[config.mk]
export PLATFORM = sky130hd
export DESIGN_NAME = fir_coeff_loader
export DESIGN_NICKNAME = d
export VERILOG_FILES = /design/src/rtl/fir_coeff_loader.sv
export SDC_FILE = /design/constraint.sdc
export NUM_CORES = 1
export LEC_CHECK = 0
export CORE_MARGIN = 1
export CORE_UTILIZATION = 56
export CTS_BUF_LIST = sky130_fd_sc_hd__clkbuf_16
export DETAILED_ROUTE_END_ITERATION = 6
export GPL_TIMING_DRIVEN = 0
export PLACE_DENSITY = 0.81
export SYNTH_ARGS = -nofsm -noshare
export SYNTH_HDL_FRONTEND = slang
export SYNTH_SLANG_ARGS = --single-unit
export TNS_END_PERCENT = 1
[constraint.sdc]
create_clock -name iClk_12M -period 2.7 [get_ports iClk_12M]
set_input_delay 0.675 -clock iClk_12M [delete_from_list [all_inputs] [get_ports iClk_12M]]
set_output_delay 0.675 -clock iClk_12M [all_outputs]
set_load 0.01 [all_outputs]
[src/rtl/fir_coeff_loader.sv]
// Coefficient shadow/active bank manager for the 33-tap FIR filter.
// The host writes and reads a shadow bank. A commit copies the shadow bank
// into the active bank only in the cycle after a sample strobe, so the filter
// never sees a mixed coefficient set. This block also generates the per-sample
// accumulate strobe.
module fir_coeff_loader #(
   parameter int NUM_TAPS   = 33,
   parameter int COEFF_W    = 16,
   parameter int ADDR_W     = 6,
   parameter int SAMPLE_DIV = 12
) (
   input  logic                        iClk_12M,
   input  logic                        iRsn,
   input  logic                        iRun,
   input  logic                        iCsn,
   input  logic                        iWrEn,
   input  logic [ADDR_W-1:0]           iAddr,
   input  logic [COEFF_W-1:0]          iWrDt,
   output logic [COEFF_W-1:0]          oRdDt,
   output logic                        oRdValid,
   output logic                        oWrErr,
   input  logic                        iCommit,
   output logic                        oCommitBusy,
   output logic                        oEnAcc,
   output logic [NUM_TAPS*COEFF_W-1:0] oCoeffBus
);

   localparam int                CNT_W    = (SAMPLE_DIV > 1) ? $clog2(SAMPLE_DIV) : 1;
   localparam logic [CNT_W-1:0]  CNT_LAST = CNT_W'(SAMPLE_DIV - 1);
   localparam logic [ADDR_W-1:0] ADDR_LIM = ADDR_W'(NUM_TAPS);

   typedef enum logic [1:0] {
      ST_IDLE = 2'd0,
      ST_PEND = 2'd1,
      ST_COPY = 2'd2
   } state_t;

   state_t             state_q, state_d;
   logic [CNT_W-1:0]   cnt_q, cnt_d;
   logic               en_acc_q, en_acc_d;
   logic [COEFF_W-1:0] rd_dt_q, rd_dt_d;
   logic               rd_valid_q, rd_valid_d;
   logic               wr_err_q, wr_err_d;
   logic [COEFF_W-1:0] shadow_q [NUM_TAPS];
   logic [COEFF_W-1:0] active_q [NUM_TAPS];
   logic [COEFF_W-1:0] rd_mux;
   logic               copy_en;
   logic               busy;
   logic               addr_ok;
   logic               wr_req;
   logic               rd_req;
   logic               wr_ok;

   assign busy    = (state_q != ST_IDLE);
   assign addr_ok = (iAddr < ADDR_LIM);
   assign wr_req  = ~iCsn & iWrEn;
   assign rd_req  = ~iCsn & ~iWrEn;
   assign wr_ok   = wr_req & addr_ok & ~busy;

   // Sample counter: wraps every SAMPLE_DIV cycles and raises the strobe on the wrap edge.
   always_comb begin
      cnt_d    = cnt_q;
      en_acc_d = 1'b0;
      if (!iRun) begin
         cnt_d = '0;
      end else if (cnt_q == CNT_LAST) begin
         cnt_d    = '0;
         en_acc_d = 1'b1;
      end else begin
         cnt_d = cnt_q + CNT_W'(1);
      end
   end

   // Shadow read mux. An out-of-range address reads as zero.
   always_comb begin
      rd_mux = '0;
      for (int i = 0; i < NUM_TAPS; i++) begin
         if (iAddr == ADDR_W'(i)) rd_mux = shadow_q[i];
      end
   end

   // Host response: read data is held between reads; errors flag bad addresses and writes while busy.
   always_comb begin
      rd_dt_d    = rd_dt_q;
      rd_valid_d = rd_req;
      wr_err_d   = 1'b0;
      if (rd_req) begin
         rd_dt_d  = rd_mux;
         wr_err_d = ~addr_ok;
      end else if (wr_req) begin
         wr_err_d = ~addr_ok | busy;
      end
   end

   // Commit FSM: wait for the filter to consume a strobe, then copy every tap in one edge.
   always_comb begin
      state_d = state_q;
      copy_en = 1'b0;
      case (state_q)
         ST_IDLE: if (iCommit) state_d = ST_PEND;
         ST_PEND: if (en_acc_q || !iRun) state_d = ST_COPY;
         ST_COPY: begin
            copy_en = 1'b1;
            state_d = ST_IDLE;
         end
         default: state_d = ST_IDLE;
      endcase
   end

   // Control registers. Reset abandons any commit in flight.
   always_ff @(posedge iClk_12M or negedge iRsn) begin
      if (!iRsn) begin
         state_q    <= ST_IDLE;
         cnt_q      <= '0;
         en_acc_q   <= 1'b0;
         rd_dt_q    <= '0;
         rd_valid_q <= 1'b0;
         wr_err_q   <= 1'b0;
      end else begin
         state_q    <= state_d;
         cnt_q      <= cnt_d;
         en_acc_q   <= en_acc_d;
         rd_dt_q    <= rd_dt_d;
         rd_valid_q <= rd_valid_d;
         wr_err_q   <= wr_err_d;
      end
   end

   // Coefficient banks. A write to the shadow bank and a copy never overlap because writes are refused while busy.
   always_ff @(posedge iClk_12M or negedge iRsn) begin
      if (!iRsn) begin
         for (int i = 0; i < NUM_TAPS; i++) begin
            shadow_q[i] <= '0;
            active_q[i] <= '0;
         end
      end else begin
         for (int i = 0; i < NUM_TAPS; i++) begin
            if (wr_ok && (iAddr == ADDR_W'(i))) shadow_q[i] <= iWrDt;
            if (copy_en) active_q[i] <= shadow_q[i];
         end
      end
   end

   genvar gi;
   generate
      for (gi = 0; gi < NUM_TAPS; gi++) begin : g_bus
         assign oCoeffBus[gi*COEFF_W +: COEFF_W] = active_q[gi];
      end
   endgenerate

   assign oRdDt       = rd_dt_q;
   assign oRdValid    = rd_valid_q;
   assign oWrErr      = wr_err_q;
   assign oCommitBusy = busy;
   assign oEnAcc      = en_acc_q;

endmodule

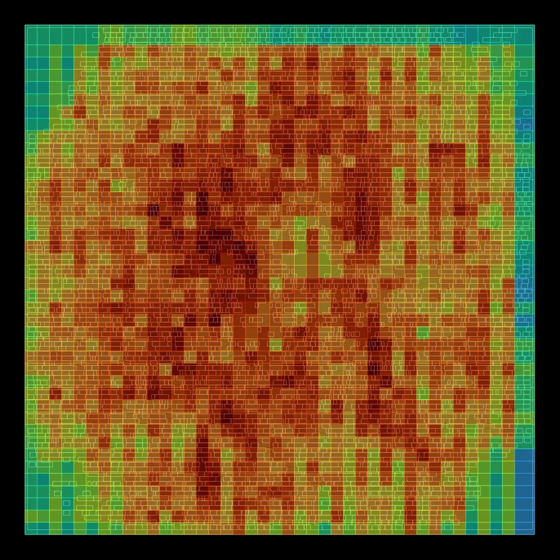
*Routing congestion map, run 1*
met1 Use GR: 52.9%
Total Routing Usage GR: 41.1%
drt wl/cell: 33.9 um
Finished Core Util: 71.0%

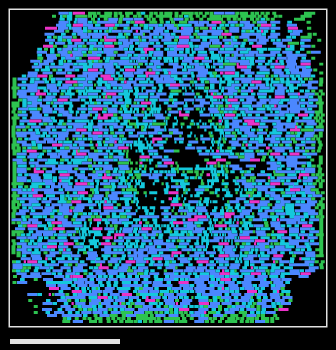
*Cell classes on the final placement, run 1*
Scale bar: 100 um.
legend:
  sequential cells:
    color: blue
    cells: 1,081
    share_of_their_area: 48%
  clock drivers and dummy loads:
    color: magenta
    cells: 198
    share_of_their_area: 6.2%
  remaining logic cells:
    color: cyan
    cells: 1,836
    share_of_their_area: 32%
  remaining buffers and delay cells:
    color: green
    cells: 833
    share_of_their_area: 13%

==> deck_impl_summary.md, run 1 <==
Physical Implementation Snapshot

Cells and area
  – Clock-cell share: 6.07%
  – Share of cells above drive strength 1: approximately 38%
  – Nets: approximately 3,900
  – Top logic cells by instance count in the layout: dfrtp_1 (1,081), mux2_2 (1,063), clkdlybuf4s50_1 (568), clkbuf_16 (110), clkbuf_1 (98)
  – Sequential cell area share: 47.3%
  – Non-clk invs: 10
  – Signal buffers: roughly 830
  – FILL cells: 5,501

Yosys
  – Mean Syn Cell Area: 14.4 um^2
  – Most frequent cells after synthesis: dfrtp_1 (1,081), mux2_2 (1,063), clkbuf_1 (140)
  – Top cells by area: dfrtp_1 (59%), mux2_2 (26%), mux2i_1 (1.4%)
  – Cell Type Count: between 70 and 80
  – Yosys reg bits: between 1,000 and 1,500

Final timing
  – Worst Skew: 0.0253 ns
  – Worst-margin pin slew: 1.18 ns
  – Setup violations, final: 12
  – Setup slack after layout: -0.117 ns

Global routing
  – First-pass GRT wire length: 238,000 um

Outcome
  – Status: finished with violations
  – Failing checks: setup timing

Die
  – Die width: between 200 and 300 um

Setup path
  – Buffers and inverters on the worst path: 5
  – CP Class: input port to flip-flop
  – Slowest-stage cell, CP: a2111oi_4
  – CP required: about 3.2 ns
  – Element type at the critical path end: flip-flop
  – CP top delay family: buffers and inverters

Clock network
  – CTS buffer count: 107
  – Late-Pin Clk Latency: ~0.69 ns
  – CTS root buf: clkbuf_16

Place
  – Pre-CTS setup slack: -1.85 ns
  – Placed insts: 4,795
  – Placed cell area: 52,800 um^2

Power and ir drop
  – Final Power: 37.2 mW
  – Clk network pwr share: between 40% and 50%
  – Net Sw Frac: 26.1%

Drt
  – Initial DRT Pass Iterations: 6
  – DR iter-0 viols: 3,666
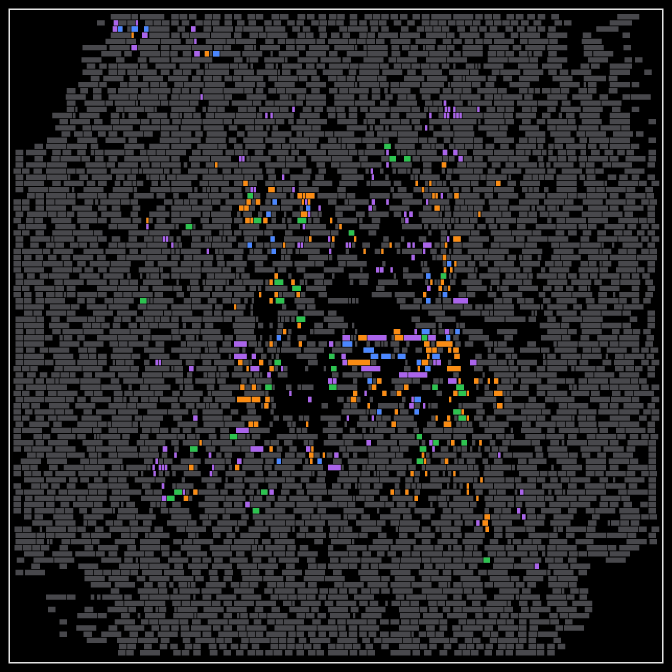
*Logic cells by family, run 1*
legend:
  and/or cells:
    color: blue
    cells: 32
    most_used: and3_1
  nand cells:
    color: orange
    cells: 141
    most_used: nand2_1
  nor cells:
    color: purple
    cells: 138
    most_used: nor2_1
  non-inverting ao/oa cells:
    color: green
    cells: 37
    most_used: a221o_1
fin cells: 5,015
Comb area share: 31.2%

## run 1: cells by family after synthesis
family,count (synthesis)
mux,1179
flops,1081
compound gates,334
simple gates,311
buf+inv,250
xor+xnor,1
fa+ha+maj,1
## run 1: routing by layer
metal  track usage (%)  wire, um  part of all wire (%)
met1              52.9     63200                    37
met4              21.5     10300                   6.1
met5             0.872       155                 0.091
met3              13.5     19800                    12
met2              62.2     76700                    45
## run 1: state kept, by name (all words and copies together) (netlist names)
| signal | flops |
|---|---|
| oEnAcc | 1 |
| oRdValid | 1 |
| state_q | 2 |
| oCoeffBus | 528 |
| oRdDt | 16 |
| oWrErr | 1 |
| cnt_q | 4 |
| shadow_q | 528 |
### Where the registers sit, run 1

Scale bar: 100 um. Other sequential cells in the stronger gray, the rest of the logic in the fainter gray.
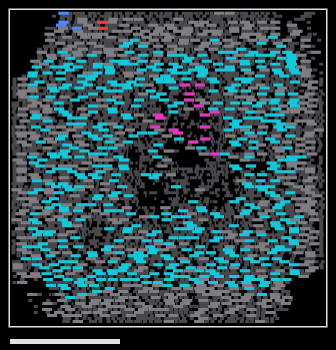

==> inputs of run 2 (changes only) <==
--- a/config.mk
+++ b/config.mk
@@ -5,12 +5,14 @@
 export SDC_FILE = /design/constraint.sdc
 export NUM_CORES = 1
 export LEC_CHECK = 0
+export CAP_MARGIN = 30
 export CORE_MARGIN = 1
 export CORE_UTILIZATION = 56
 export CTS_BUF_LIST = sky130_fd_sc_hd__clkbuf_16
 export DETAILED_ROUTE_END_ITERATION = 6
 export GPL_TIMING_DRIVEN = 0
 export PLACE_DENSITY = 0.81
+export SKIP_CTS_REPAIR_TIMING = 1
 export SYNTH_ARGS = -nofsm -noshare
 export SYNTH_HDL_FRONTEND = slang
 export SYNTH_SLANG_ARGS = --single-unit
==> constraint.sdc (replaced) <==
create_clock -name iClk_12M -period 2.7 [get_ports iClk_12M]
set_input_delay 0.405 -clock iClk_12M [delete_from_list [all_inputs] [get_ports iClk_12M]]
set_output_delay 0.405 -clock iClk_12M [all_outputs]
set_load 0.01 [all_outputs]
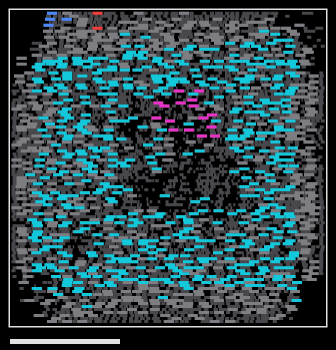
*Where the registers sit, run 2*
Scale bar: 100 um. Other sequential cells in the stronger gray, the rest of the logic in the fainter gray.
legend:
  oRdDt:
    color: magenta
    flops: 16
  cnt_q:
    color: blue
    flops: 4
    where: upper left
  shadow_q:
    color: cyan
    flops: 528
    where: widely spread
  state_q:
    color: red
    flops: 2

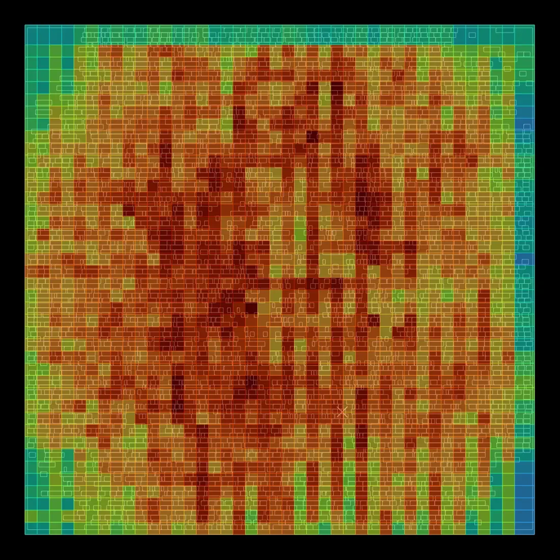
*Routing congestion map, run 2*
drt wl/cell: 33.9 um
busiest grt layer: met2
grt met2 use: 61.7%

==> run 2 against run 1 <==
- the run ends with DRC, hold timing, setup timing left
- sequential power hardly changed
- cell count rose by 0.20%
- flip-flop count unchanged
- via count is 0.43% higher
- hold slack got worse by 0.39 ns
- final area about the same
- largest cell class unchanged
- first-iteration DRC count rose by 2.5%
- setup slack worse by 0.14 ns
- combinational power about the same
- global-route usage is essentially flat
- area after synthesis stayed put
- sequential share of layout area is essentially flat
==> deck_impl_summary.md, run 2 <==
Physical Implementation Snapshot

Power and ir drop
  – Clock Power: 15.0 mW
  – Clk network pwr share: 40.4%
  – Power share of the combinational group: roughly 12%
  – Internal Pwr Total: approximately 28 mW
  – Final Power: roughly 37 mW
  – Pwr Density: ~650 nW/um^2
  – Combinational power: 4.51 mW
  – Net Sw Frac: 26.0%
  – Top Consumer: sequential cells
  – Sequential Power: 17.7 mW

Global routing
  – Largest net degree at the start of global routing: approximately 180
  – GR Util met3: 11.9%
  – Initial antenna violation count: 15
  – Total Routing Usage GR: between 40% and 50%
  – Vias in the first global route: between 30,000 and 40,000
  – First-pass GRT wire length: 238,000 um
  – Met1 Use GR: between 50 and 60%

Cells and area
  – Clock-cell share: 6.13%
  – Top logic cells by instance count in the layout: dfrtp_1 (1,081), mux2_2 (1,063), clkdlybuf4s50_1 (568), clkbuf_1 (112), clkbuf_16 (112)
  – Fin cells: 5,025
  – Sequential cell area share: 47.3%
  – Share of cells above drive strength 1: 36.9%
  – Dominant logic cell type in the layout: dfrtp_1
  – FILL cells: 5,465
  – Signal buffers: 844
  – Comb area share: 31.1%
  – Nets: 3,900
  – Comb gate area: ~18,000 um^2
  – Non-clk invs: 10
  – Finished Core Util: 70.9%

Yosys
  – Most frequent cells after synthesis: dfrtp_1 (1,081), mux2_2 (1,063), clkbuf_1 (140)
  – Mean Syn Cell Area: 14.4 um^2
  – Xor+xnor area frac: 0.0192%
  – Dominant flop cell: dfrtp_1
  – Mux share: 29.5%
  – Asr flop ratio synth: 100%
  – Largest family of logic cells by area: multiplexers
  – Ys cells: about 3,200
  – Yosys simple share: 3.72%
  – Ys Warns: 0
  – Yosys top cell by instances: dfrtp_1
  – Yosys reg bits: around 1,100
  – Flip-flops with a built-in enable: 0
  – Synthesized instance count: 3,157
  – Top cells by area: dfrtp_1 (59%), mux2_2 (26%), mux2i_1 (1.4%)
  – YS chip area: between 40,000 and 50,000 um^2
  – Cell Type Count: 78

Place
  – Pre-CTS setup slack: -1.77 ns
  – Placed insts: 4,801
  – Gpl congestion: around 1.0
  – Placed cell area: 52,900 um^2
  – IO Port Bufs: 571

Drt
  – Initial DRT Pass Iterations: 7
  – Vias: 32,523
  – DR iter-0 viols: 3,758
  – Drt total wl: 170,000 um
  – Vias/cell: 6.47
  – Drt drc: 2

Setup path
  – R2R cell count: 7
  – CP top delay family: buffers and inverters
  – Buffers and inverters on the worst path: 5
  – Startpoint type of the worst setup path: flip-flop
  – Critical path peak fanout: 10
  – Element type at the critical path end: flip-flop
  – CP Class: flip-flop to flip-flop
  – Slowest-stage cell, CP: clkbuf_1
  – CP required: 3.26 ns

Die
  – Total die size: 82,500 um^2
  – Die width: between 200 and 300 um
  – # Taps: approximately 1,100

Clock network
  – Clock Sinks: 1,081
  – CTS root buf: clkbuf_16
  – CTS buffer count: 108
  – CTS tree: done
  – Late-Pin Clk Latency: just over 0.7 ns
  – Clock buffer depth: 3
  – H-tree lvl count: 3

Final timing
  – Worst Skew: about 0.033 ns
  – Setup slack after layout: -0.254 ns
  – RSZ-0062 raised after global routing: true
  – Hold WS: -0.371 ns
  – Max-slew headroom: 19.1%
  – Worst-margin pin slew: 1.21 ns
  – Setup violations, final: approximately 200
  – Final hold violations: 96

Outcome
  – Failing checks: DRC, hold timing, setup timing
  – Status: finished with violations
[run 2: worst paths after layout]
kind / start / end / slack (ns)
min: iRsn / oCoeffBus[455] / -0.37
max reg2reg: state_q[0] / oCoeffBus[101] / -0.25
min in group iClk_12M: iCommit / state_q[0] / 0.34
min reg2reg: cnt_q[0] / cnt_q[0] / 0.48
max: state_q[0] / oCoeffBus[101] / -0.25
max in group asynchronous: iRsn / oCoeffBus[215] / 0.54
[run 2: metal layers]
metal / up-vias / routed length, um
li1: 12947 / -
met1: 17021 / 63100
met2: 2081 / 76600
met3: 466 / 20300
met4: 8 / 10100
met5: - / 59
No activity file was given, so power comes from the tool's default toggle rates.
